### config.mk
export PLATFORM = sky130hd
export DESIGN_NAME = muldiv_hilo_unit
export DESIGN_NICKNAME = d
export VERILOG_FILES = /design/src/rtl/muldiv_hilo_unit.sv
export SDC_FILE = /design/constraint.sdc
export NUM_CORES = 1
export LEC_CHECK = 0
export ABC_AREA = 1
export CORE_UTILIZATION = 45
export CTS_BUF_LIST = sky130_fd_sc_hd__clkbuf_2 sky130_fd_sc_hd__clkbuf_4 sky130_fd_sc_hd__clkbuf_8
export CTS_CLUSTER_SIZE = 16
export DETAILED_ROUTE_END_ITERATION = 8
export GPL_ROUTABILITY_DRIVEN = 0
export HOLD_SLACK_MARGIN = 0.15
export PLACE_DENSITY = 0.67
export SKIP_CTS_REPAIR_TIMING = 1
export SLEW_MARGIN = 15
export SYNTH_ARGS = -nofsm -noshare
export SYNTH_HDL_FRONTEND = slang
export SYNTH_SLANG_ARGS = --single-unit
### constraint.sdc
create_clock -name clk -period 3 [get_ports clk]
set_input_delay 0.45 -clock clk [delete_from_list [all_inputs] [get_ports clk]]
set_output_delay 0.45 -clock clk [all_outputs]
set_load 0.05 [all_outputs]
### src/rtl/muldiv_hilo_unit.sv
// muldiv_hilo_unit
//   Multi-cycle MIPS32 multiply/divide unit that owns the HI/LO registers.
//   MULT/MULTU use a radix-2 shift-add multiplier (one bit per cycle).
//   DIV/DIVU use a restoring divider (one quotient bit per cycle).
//   A launched operation keeps busy high for 33 cycles: 32 iterations plus
//   one FIN cycle that applies signs and writes HI/LO.
//
// Optional feature macro: MULDIV_DIV_EN
//   defined   -> divider datapath, DIV state and div_zero flag are built in
//   undefined -> divide starts are ignored, div_zero is tied low
//
// Ports
//   clk       rising-edge clock
//   rst       synchronous active-high reset
//   start     launch operation (sampled only when idle)
//   op        00 MULT, 01 MULTU, 10 DIV, 11 DIVU
//   rs_val    multiplicand / dividend
//   rt_val    multiplier / divisor
//   mthi      write wdata to HI (idle only)
//   mtlo      write wdata to LO (idle only)
//   wdata     MTHI/MTLO data
//   busy      operation in progress
//   done      one-cycle pulse when an operation has written HI/LO
//   div_zero  pulses with done when the divisor was zero
//   hi, lo    architectural HI/LO registers
module muldiv_hilo_unit (
  input  logic        clk,
  input  logic        rst,
  input  logic        start,
  input  logic [1:0]  op,
  input  logic [31:0] rs_val,
  input  logic [31:0] rt_val,
  input  logic        mthi,
  input  logic        mtlo,
  input  logic [31:0] wdata,
  output logic        busy,
  output logic        done,
  output logic        div_zero,
  output logic [31:0] hi,
  output logic [31:0] lo
);
  localparam logic [1:0] IDLE = 2'd0;
  localparam logic [1:0] MUL  = 2'd1;
  localparam logic [1:0] FIN  = 2'd3;
`ifdef MULDIV_DIV_EN
  localparam logic [1:0] DIV  = 2'd2;
`endif

  logic [1:0]  state_reg;
  logic [4:0]  cnt_reg;
  logic [31:0] opnd_reg;      // multiplicand magnitude, or divisor magnitude
  logic [63:0] prod_reg;      // {accumulator, remaining multiplier bits}
  logic        neg_res_reg;   // operand signs differ (signed ops only)
  logic [31:0] hi_reg;
  logic [31:0] lo_reg;
  logic        done_reg;

  logic        signed_op;
  logic        rs_neg;
  logic        rt_neg;
  logic [31:0] rs_mag;
  logic [31:0] rt_mag;
  logic        accept_mul;
  logic [32:0] mul_sum;
  logic [63:0] mul_res;
  logic [31:0] fin_hi;
  logic [31:0] fin_lo;

  // Unsigned ops take raw values, so 0x80000000 stays 0x80000000.
  assign signed_op  = ~op[0];
  assign rs_neg     = signed_op & rs_val[31];
  assign rt_neg     = signed_op & rt_val[31];
  assign rs_mag     = rs_neg ? (32'd0 - rs_val) : rs_val;
  assign rt_mag     = rt_neg ? (32'd0 - rt_val) : rt_val;
  assign accept_mul = start & ~op[1];

  // Add the multiplicand into the upper half when the current multiplier
  // bit is set, then shift the whole 65-bit value right by one.
  assign mul_sum = {1'b0, prod_reg[63:32]} + (prod_reg[0] ? {1'b0, opnd_reg} : 33'd0);
  assign mul_res = neg_res_reg ? (64'd0 - prod_reg) : prod_reg;

`ifdef MULDIV_DIV_EN
  logic [31:0] rem_reg;
  logic [31:0] quo_reg;       // dividend bits shift out as quotient bits shift in
  logic [31:0] dividend_reg;  // raw dividend, returned in HI on divide by zero
  logic        neg_rem_reg;
  logic        dz_reg;
  logic        is_div_reg;
  logic        div_zero_reg;
  logic        accept_div;
  logic [32:0] div_shift;
  logic        div_ge;
  logic [31:0] rem_next;
  logic [31:0] quo_res;
  logic [31:0] rem_res;

  assign accept_div = start & op[1];
  // 33-bit partial remainder; the subtraction result always fits in 32 bits
  // when it is kept, so a 32-bit wrap-around subtract is exact.
  assign div_shift  = {rem_reg, quo_reg[31]};
  assign div_ge     = div_shift >= {1'b0, opnd_reg};
  assign rem_next   = div_ge ? (div_shift[31:0] - opnd_reg) : div_shift[31:0];
  assign quo_res    = neg_res_reg ? (32'd0 - quo_reg) : quo_reg;
  assign rem_res    = neg_rem_reg ? (32'd0 - rem_reg) : rem_reg;

  always_comb begin
    fin_hi = mul_res[63:32];
    fin_lo = mul_res[31:0];
    if (is_div_reg) begin
      if (dz_reg) begin
        fin_hi = dividend_reg;
        fin_lo = 32'hFFFF_FFFF;
      end else begin
        fin_hi = rem_res;
        fin_lo = quo_res;
      end
    end
  end

  always_ff @(posedge clk) begin
    if (rst) begin
      rem_reg      <= '0;
      quo_reg      <= '0;
      dividend_reg <= '0;
      neg_rem_reg  <= 1'b0;
      dz_reg       <= 1'b0;
      is_div_reg   <= 1'b0;
      div_zero_reg <= 1'b0;
    end else begin
      div_zero_reg <= 1'b0;
      if (state_reg == IDLE && accept_div) begin
        quo_reg      <= rs_mag;
        rem_reg      <= '0;
        neg_rem_reg  <= rs_neg;
        dz_reg       <= (rt_val == 32'd0);
        dividend_reg <= rs_val;
        is_div_reg   <= 1'b1;
      end else if (state_reg == IDLE && accept_mul) begin
        is_div_reg   <= 1'b0;
      end else if (state_reg == DIV) begin
        quo_reg      <= {quo_reg[30:0], div_ge};
        rem_reg      <= rem_next;
      end else if (state_reg == FIN) begin
        div_zero_reg <= is_div_reg & dz_reg;
      end
    end
  end

  assign div_zero = div_zero_reg;
`else
  always_comb begin
    fin_hi = mul_res[63:32];
    fin_lo = mul_res[31:0];
  end

  assign div_zero = 1'b0;
`endif

  always_ff @(posedge clk) begin
    if (rst) begin
      state_reg   <= IDLE;
      cnt_reg     <= '0;
      opnd_reg    <= '0;
      prod_reg    <= '0;
      neg_res_reg <= 1'b0;
      hi_reg      <= '0;
      lo_reg      <= '0;
      done_reg    <= 1'b0;
    end else begin
      done_reg <= 1'b0;
      case (state_reg)
        IDLE: begin
          cnt_reg <= '0;
          // A start always wins over a same-cycle MTHI/MTLO.
          if (accept_mul) begin
            state_reg   <= MUL;
            opnd_reg    <= rs_mag;
            prod_reg    <= {32'd0, rt_mag};
            neg_res_reg <= rs_neg ^ rt_neg;
          end
`ifdef MULDIV_DIV_EN
          else if (accept_div) begin
            state_reg   <= DIV;
            opnd_reg    <= rt_mag;
            neg_res_reg <= rs_neg ^ rt_neg;
          end
`endif
          else begin
            if (mthi) hi_reg <= wdata;
            if (mtlo) lo_reg <= wdata;
          end
        end
        MUL: begin
          prod_reg <= {mul_sum, prod_reg[31:1]};
          cnt_reg  <= cnt_reg + 5'd1;
          if (cnt_reg == 5'd31) state_reg <= FIN;
        end
`ifdef MULDIV_DIV_EN
        DIV: begin
          cnt_reg <= cnt_reg + 5'd1;
          if (cnt_reg == 5'd31) state_reg <= FIN;
        end
`endif
        FIN: begin
          hi_reg    <= fin_hi;
          lo_reg    <= fin_lo;
          done_reg  <= 1'b1;
          state_reg <= IDLE;
        end
        default: state_reg <= IDLE;
      endcase
    end
  end

  assign busy = (state_reg != IDLE);
  assign done = done_reg;
  assign hi   = hi_reg;
  assign lo   = lo_reg;
endmodule

### Clock distribution

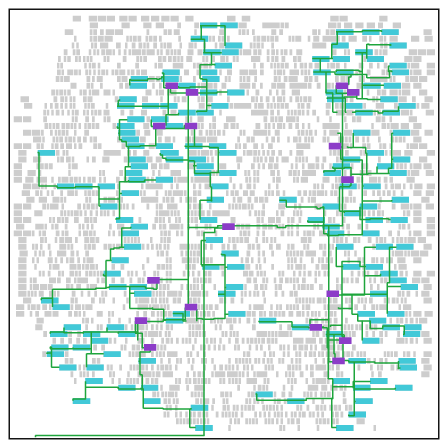
- purple: clock-net drivers (count 17)
- cyan: flip-flops (count 169)
- green: clock wires (length 2310 µm)
- flops lie: widely spread
- routed clock nets: 18

### Routed metal, one colour a layer

The bar under the picture is 50 µm long.
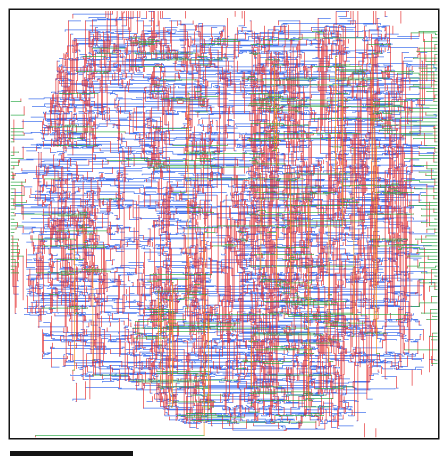
- orange: M4 (wire length 1170 µm)
- blue: M1 (wire length 21.3 mm)
- red: M2 (wire length 19800 µm)
- green: M3 (wire length 4070 µm)

### I/O pins on the die edge

Pins as bars across the die edge, other pins in grey.
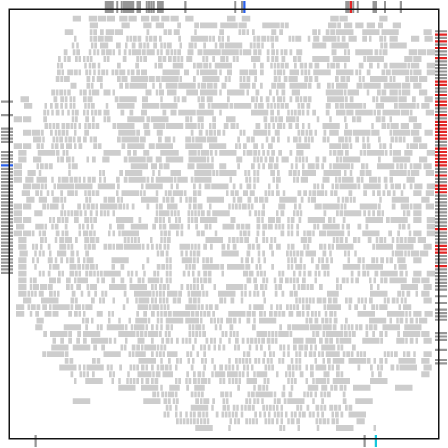
- cyan: `div_zero` (pins 1; direction output; edge south)
- blue: `op` (pins 2; direction input; edge 1 west, 1 north)
- red: `wdata` (pins 32; direction input; edge 31 east, 1 north)
- all pins by edge: 90 east, 44 west, 33 north, 3 south

### Wires at chosen ports, followed through buffers

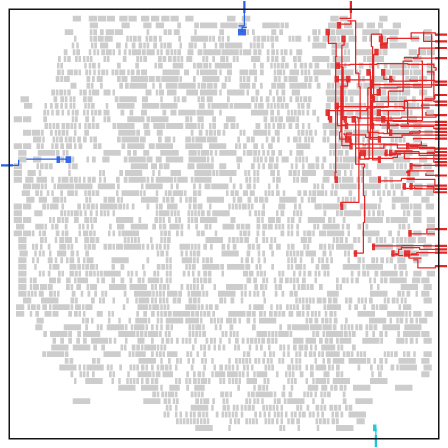
- cyan: `div_zero` (bits 1; direction output; end cells 1; buffers 0; wire 3.60 µm)
- blue: `op` (bits 2; direction input; end cells 4; buffers 2; wire 34.2 µm)
- red: `wdata` (bits 32; direction input; end cells 49; buffers 32; wire 1590 µm)

==> results.py <==
# Physical implementation metrics
metrics = {
    "sta": {
        "setup_tns_ns": 0,
        "tightestPinTransition_ns": 0.985,
        "period_minus_slack_ns": 2.46,
        "setup_viol": 0,
        "fin_worst_skew_ns": 0.0168,
        "min_period_over_period_pct": 82.1,
        "hold_violations": 0,
        "slew_headroom_pct": 34.2,
    },
    "floorplan": {
        "initial_core_util_pct": 45.9,
        "chip_area_mm2": 0.0301,
        "fp.dieW_um": 174,
        "rows": 62,
    },
    "synthesis": {
        "ys_sh_adder_pct": 3.65,
        "area_leaders": "dfxtp_1, nand2_1, inv_1",
        "synthArstFlopShare_pct": 0,
        "synthCells": 2296,
        "top_cell_area_share_pct": 25.6,
        "synthDistinctLibCells": 56,
        "syn_area_mm2": 0.0132,
        "yosys.area.top_type": "dfxtp_1",
        "yosysWarnings": 0,
        "simple_gate_area_share_pct": 41.6,
        "ys_seq_share_pct": 25.6,
        "syn_nets": 2437,
        "syn_area_per_cell_um2": 5.77,
        "top_cells_by_count": "nand2_1, inv_1, nor2_1",
    },
    "power_and_ir_drop": {
        "power_frac_seq_pct": 41.6,
        "pwr-share-clk_pct": 28.6,
        "powerSeq_uw": 2490,
        "power_uw": 5980,
        "comb-power_uw": 1780,
        "power_per_cell_area_mw_per_mm2": 382,
        "intPower_uw": 3620,
        "ir_drop_mv": 0.273,
        "power.switching_uw": 2360,
        "leakagePower_uw": 0.00753,
    },
    "cells_and_area": {
        "nMultiInputCombCells": 1731,
        "regArea_mm2": 0.00338,
        "finish.net_count": 2562,
        "mostFrequentLayoutCells": "nand2_1, inv_1, nor2_1, nand3_1, dfxtp_1",
        "n_clock_buffer": 17,
        "area_delta_synth_final_pct": 18.3,
        "dominant_cells": "logic gates",
        "drive_gt1_share_pct": 4.72,
        "num_antenna_cells": 0,
        "layout.nonclk_buf_share_pct": 12.2,
        "comb_area_mm2": 0.00829,
        "clock_cell_area_share_pct": 2.63,
        "design.seq.count": 169,
        "fin_area_mm2": 0.0157,
    },
    "route": {
        "drc": 0,
        "drt_iter0_drc": 1466,
        "routed_wl_um": 46400,
        "met3_length_um": 4070,
        "wl_met1_um": 21300,
        "wl_per_cell_um": 16.5,
    },
    "global_routing": {
        "use_met1_pct": 44.4,
        "grt_pass1_vias": 13646,
        "met3_usage_pct": 3.49,
        "gr-total-overflow": 0,
        "grt_first_pass_wirelength_um": 73200,
        "top_usage_layer": "met2",
        "grt_usage_pct": 30.6,
    },
    "cts": {
        "cts_tree": "yes",
        "clock_path_buffers": 2,
        "root_buffer": "clkbuf_8",
        "htreeDepth": 4,
    },
    "critical_path": {
        "r2r_cells": 14,
        "rrSetupSlack_ns": 0.58,
        "reg2reg_from": "prod_reg[0]",
        "crit_path_start": "state_reg[1]",
        "crit_path_start_kind": "flip-flop",
        "slowest_delay_ns": 0.80,
        "cp.arrival_ns": 2.01,
        "path_delay_family": "buffers and inverters",
        "critPathMaxFanout": 7,
        "cp_slowest_cell": "clkdlybuf4s50_1",
        "crit_cells": 3,
        "required_ns": 2.55,
        "cp-endpoint": "busy",
    },
    "run_status": {
        "status": "finished, final reports clean",
    },
    "place": {
        "numPortBuffers": 168,
        "placed_area_mm2": 0.0153,
        "dp_hpwl_um": 36900,
    },
    "flow_run": {
        "warnings": 26,
    },
    "hold_path": {
        "hold_path_depth": 2,
        "hold_path_class": "in2reg",
    },
}
worst reg2reg max path, cell delays in order (launching register included):
cell and delay, ns:
dfxtp_1 0.52, buf_12 0.22, nand2_1 0.16, inv_1 0.11, ha_1 0.29, nand2_1 0.13
inv_1 0.05, nand2_1 0.06, and2_1 0.16, nand2_1 0.07, a21oi_1 0.26, nand2_1 0.10
nand2_1 0.07, nand3_1 0.06, a21oi_1 0.11
metrics by stage:
step,setup slack (ns),cells,hold slack (ns),util (%)
2_1_floorplan,0.803,2296,0.446,-
3_3_place_gp,0.607,2786,0.463,52.9
3_5_place_dp,0.561,2786,0.467,52.9
4_1_cts,0.511,2818,0.320,54.3
5_1_grt,0.329,2818,0.340,54.3
6_report,0.538,2818,0.335,54.3
Power figures rest on the tool's default switching activity, not on a simulated workload.
